File: src/rtl/mem_arb_pkg.sv
// mem_arb_pkg: response-owner encoding and default widths shared by mem_arbiter and its sub-blocks.
package mem_arb_pkg;
    localparam int ADDR_W_DEF = 32;
    localparam int DATA_W_DEF = 32;
    localparam int WAIT_W     = 4;
    localparam logic [1:0] OWN_NONE = 2'd0;
    localparam logic [1:0] OWN_IF   = 2'd1;
    localparam logic [1:0] OWN_D    = 2'd2;
endpackage

File: src/rtl/arb_starve_ctr.sv
// arb_starve_ctr: counts consecutive fetch losses, saturating at MAX_WAIT, and raises force_if at the limit.
module arb_starve_ctr
    import mem_arb_pkg::*;
#(
    parameter int MAX_WAIT = 4
) (
    input  logic clk,
    input  logic rst,
    input  logic if_req,
    input  logic if_gnt,
    output logic force_if
);
    logic [WAIT_W-1:0] cnt_q, cnt_d;
    always_comb begin
        force_if = cnt_q == WAIT_W'(MAX_WAIT);
        cnt_d    = if_gnt ? '0 : (if_req && !force_if) ? cnt_q + WAIT_W'(1) : cnt_q;
    end
    always_ff @(posedge clk or posedge rst) begin
        if (rst) cnt_q <= '0;
        else     cnt_q <= cnt_d;
    end
endmodule

File: src/rtl/mem_arbiter.sv
// mem_arbiter: shares one single-port memory between a fetch port and a data port, data port preferred.
// Define ARB_STARVE_GUARD_EN to force a fetch grant after MAX_WAIT consecutive conflict losses.
module mem_arbiter
    import mem_arb_pkg::*;
#(
    parameter int ADDRW    = ADDR_W_DEF,
    parameter int DATAW    = DATA_W_DEF,
    parameter int MAX_WAIT = 4
) (
    input  logic             clk,
    input  logic             rst,
    input  logic             if_req,
    input  logic [ADDRW-1:0] if_addr,
    output logic             if_gnt,
    output logic             if_rvalid,
    output logic [DATAW-1:0] if_rdata,
    input  logic             d_req,
    input  logic             d_we,
    input  logic [ADDRW-1:0] d_addr,
    input  logic [DATAW-1:0] d_wdata,
    output logic             d_gnt,
    output logic             d_rvalid,
    output logic [DATAW-1:0] d_rdata,
    output logic             mem_en,
    output logic             mem_we,
    output logic [ADDRW-1:0] mem_addr,
    output logic [DATAW-1:0] mem_wdata,
    input  logic [DATAW-1:0] mem_rdata
);
    logic [1:0] owner_q, owner_d;
    logic       force_if;

    if (MAX_WAIT < 1 || MAX_WAIT > 15) begin : g_bad_max_wait
        $error("mem_arbiter: MAX_WAIT must be in 1..15");
    end

`ifdef ARB_STARVE_GUARD_EN
    arb_starve_ctr #(.MAX_WAIT(MAX_WAIT)) u_starve (
        .clk      (clk),
        .rst      (rst),
        .if_req   (if_req),
        .if_gnt   (if_gnt),
        .force_if (force_if)
    );
`else
    assign force_if = 1'b0;
`endif

    always_comb begin
        if_gnt    = !rst && if_req && (!d_req || force_if);
        d_gnt     = !rst && d_req && !if_gnt;
        mem_en    = if_gnt || d_gnt;
        mem_we    = d_gnt && d_we;
        mem_addr  = if_gnt ? if_addr : d_gnt ? d_addr : '0;
        mem_wdata = mem_we ? d_wdata : '0;
        owner_d   = if_gnt ? OWN_IF : (d_gnt && !d_we) ? OWN_D : OWN_NONE;
        if_rvalid = owner_q == OWN_IF;
        d_rvalid  = owner_q == OWN_D;
        if_rdata  = if_rvalid ? mem_rdata : '0;
        d_rdata   = d_rvalid ? mem_rdata : '0;
    end

    // Reset drops any outstanding read so no stale rvalid appears after release.
    always_ff @(posedge clk or posedge rst) begin
        if (rst) owner_q <= OWN_NONE;
        else     owner_q <= owner_d;
    end
endmodule

File: config.mk
export PLATFORM = sky130hd
export DESIGN_NAME = mem_arbiter
export DESIGN_NICKNAME = d
export VERILOG_FILES = /design/src/rtl/mem_arb_pkg.sv /design/src/rtl/arb_starve_ctr.sv /design/src/rtl/mem_arbiter.sv
export SDC_FILE = /design/constraint.sdc
export NUM_CORES = 1
export LEC_CHECK = 0
export CORE_AREA = 2 2 105 107
export CTS_BUF_LIST = sky130_fd_sc_hd__clkbuf_8
export DETAILED_ROUTE_END_ITERATION = 8
export DIE_AREA = 0 0 107 109
export PLACE_DENSITY = 0.62
export REMOVE_ABC_BUFFERS = 1
export SLEW_MARGIN = 5
export SYNTH_ARGS = -nofsm -noshare
export SYNTH_HDL_FRONTEND = slang
export SYNTH_HIERARCHICAL = 1
export SYNTH_SLANG_ARGS = --single-unit
File: constraint.sdc
create_clock -name clk -period 3.5 [get_ports clk]
set_clock_uncertainty 0.15 [all_clocks]
set_input_delay 0.35 -clock clk [delete_from_list [all_inputs] [get_ports clk]]
set_output_delay 0.35 -clock clk [all_outputs]
set_load 0.02 [all_outputs]
Fig. 1: power grid
The bar under the picture is 20 microns long. Pins as bars on the die edge. Tap cells in gray.
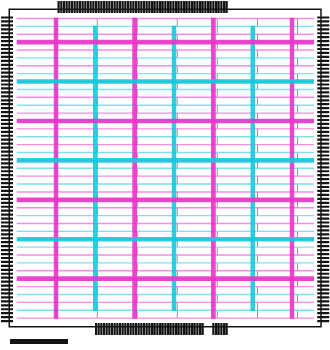
VDD: in cyan. VSS: in magenta.
140 tap cells. 7 straps on met4. 7 straps on met5.

Fig. 2: placement by cell class
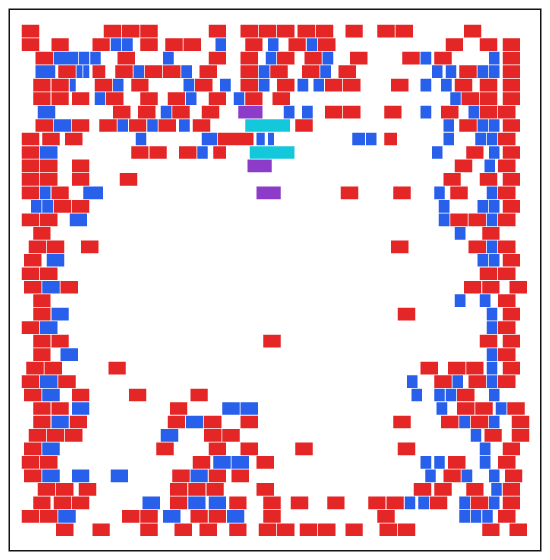
clock drivers: in purple, cells 3, share of their area 1.1%. flops: in cyan, cells 2, share of their area 1.3%. other buffers and delay cells: in red, cells 270, share of their area 71%. combinational and other logic: in blue, cells 139, share of their area 26%.
# rows: 38
post-layout util: 0.3738
post-route cell area: 3964 sq um
Core Box Area: 10600 sq um

Fig. 3: clock network drawn from the DEF
The bar under the picture is 20 microns long.
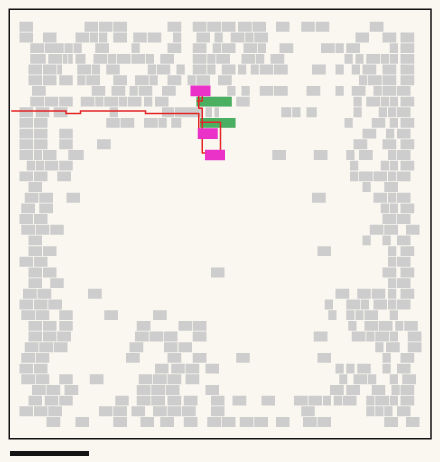
clock wires: in red, length 94.2 microns. flip-flops: in green, count 2. clock drivers: in magenta, count 3.
There are 4 routed clock nets.

==> results.tsv <==
stage	metric	value	unit
clock_tree	clk_pin_slew	0.03	ns
clock_tree	cts_tree	built	
routing	antenna_left	0	
routing	drtIter0Drc	102	
clock_tree	clkSinkCount	2	
routing	drc_errors	0	
power_and_ir_drop	p_int	0.3492	mW
clock_tree	htree_levels	1	
power_and_ir_drop	irDropWorstVdd	0.07199	mV
final_timing	fin_crit	3.019	ns
place	dp_slack	0.4903	ns
power_and_ir_drop	combPwrFrac	0.788	
cells_and_area	layout-drive-gt1-share	0.02657	
final_timing	maxSlewViolCount	0	
power_and_ir_drop	seqPwrFrac	0.046	
die	dieArea	11660	sq um
synth	ys_cells	164	
clock_tree	ctsResizeCount	0	
die	ios	267	
power_and_ir_drop	leakagePower	1.547	nW
cells_and_area	stdcell_count	554	
clock_tree	postCtsSetupBuffers	0	
final_timing	rsz0062_at_grt	no	
global_routing	first_global_vias	2263	
job	tool_warnings	25	
place	dp_cells	551	
setup_path	path_class	in -> out	
power_and_ir_drop	finalPower	0.5305	mW
setup_path	cp-end-kind	output pin	
global_routing	grt_antenna_before_repair	0	
synth	synth_area_per_cell	7.309	sq um
die	fp.dieW	107	microns
setup_path	required	3.00	ns
cells_and_area	largestRegisters	owner_q: 2 flops	
routing	vias_per_cell	4.081	
die	fp_util	0.1131	
status	status	finished, final reports clean	
cells_and_area	final_nets	549	
power_and_ir_drop	pwr-share-clk	0.166	
place	portBuffers	266	
synth	synth_flop_count	2	
global_routing	grt_pass1_wl	11810	microns
Fig. 4: routed metal, one color a layer
The bar under the picture is 20 microns long. Only two layers are drawn.
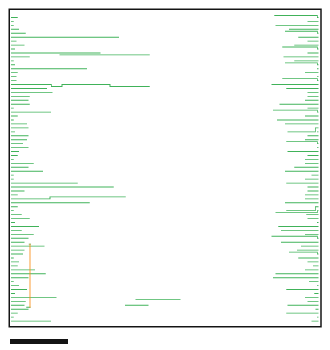
metal 4: in orange, wire length 21.8 microns. metal 3: in green, wire length 1210 microns.
Avg WL per Cell: 14.81 microns
vias: 2261
Detailed Route WL: 8206 microns
Overall Global Routing Usage: 0.1253

Fig. 5: the clock network
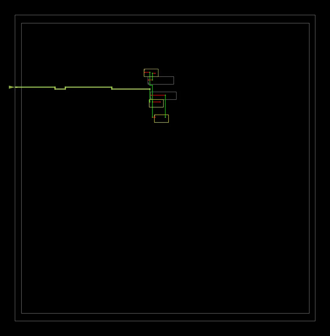
clk pwr: 0.0878 mW
CTS Buf Count: 3

==> metrics by stage <==
step | area, sq um | hold slack [ns]
final | 3964 | 0.3797
after global routing | 3964 | 0.4292
after CTS | 3964 | 0.3981
after detailed placement | 3923 | 0.6069
after global placement | 3923 | 0.5987
after floorplan | 1037 | -0.05882
==> power by group through the flow <==
stage          registers [mW]  logic (mW)  clock network, mW
4_1_cts                0.0247       0.423             0.0906
5_1_grt                0.0248       0.444             0.0929
6_report               0.0246       0.418             0.0878
3_3_place_gp           0.0249       0.417                  0
2_1_floorplan          0.0247       0.136                  0
3_5_place_dp           0.0249       0.421                  0
==> worst max-delay path: stages <==
cell             delay, ns
clkdlybuf4s50_1       0.56
nor2b_4               0.50
buf_12                0.26
a32o_1                0.18
clkdlybuf4s50_1       0.62
==> cell usage in the layout, fill, tap and decap left out, drive strengths merged <==
master	instances
clkdlybuf4s50	266
and2	66
and3	32
a32o	32
buf	4
clkbuf	3
nor2b	3
nor2	2
dfrtp	2
and2b	1
clkinv	1
nor3	1
inv	1
==> layer usage <==
layer  vias to the layer above  wire length, microns  global-route usage
li1                       1099                     -                   -
met1                       995                  2968              0.1397
met2                       165                  4011              0.2266
met3                         2                  1205             0.05798
met4                         0                    21             0.01206
met5                         -                     0                   0
==> final timing paths <==
path,start,to,slack [ns],cells past startpoint
worst max-delay path,rst,mem_addr[18],0.48,5
worst min-delay path,rst,owner_q[0]$_DFF_PP0_,0.38,2
max in group asynchronous,rst,owner_q[1]$_DFF_PP0_,2.70,2
min in group clk,rst,owner_q[1]$_DFF_PP0_,0.81,2
==> layout make-up <==
| class | count | area, sq um |
|---|---|---|
| Fill cell | 1068 | 6639 |
| Clock buffer | 3 | 41.29 |
| Sequential cell | 2 | 50.05 |
| Multi-Input combinational cell | 137 | 984.7 |
| Inverter | 2 | 7.507 |
| Tap cell | 140 | 175.2 |
| Timing Repair Buffer | 270 | 2705 |
==> kinds of logic after synthesis <==
kind of cell | Yosys count | synth area share
buf+inv | 25 | 0.1409
flops | 2 | 0.04176
simple gates | 105 | 0.5480
compound gates | 32 | 0.2693
==> cells in the mapped netlist (all sizes together) <==
library cell  number  share of area
buf               12           0.10
clkinv             1         0.0031
and2b              1         0.0063
a32o              32           0.27
inv                1         0.0031
nor2b              3          0.020
clkbuf            11          0.034
nor2               2         0.0063
dfrtp              2          0.042
and2              66           0.34
nor3               1         0.0042
and3              32           0.17
Power figures rest on the tool's default switching activity, not on a simulated workload.
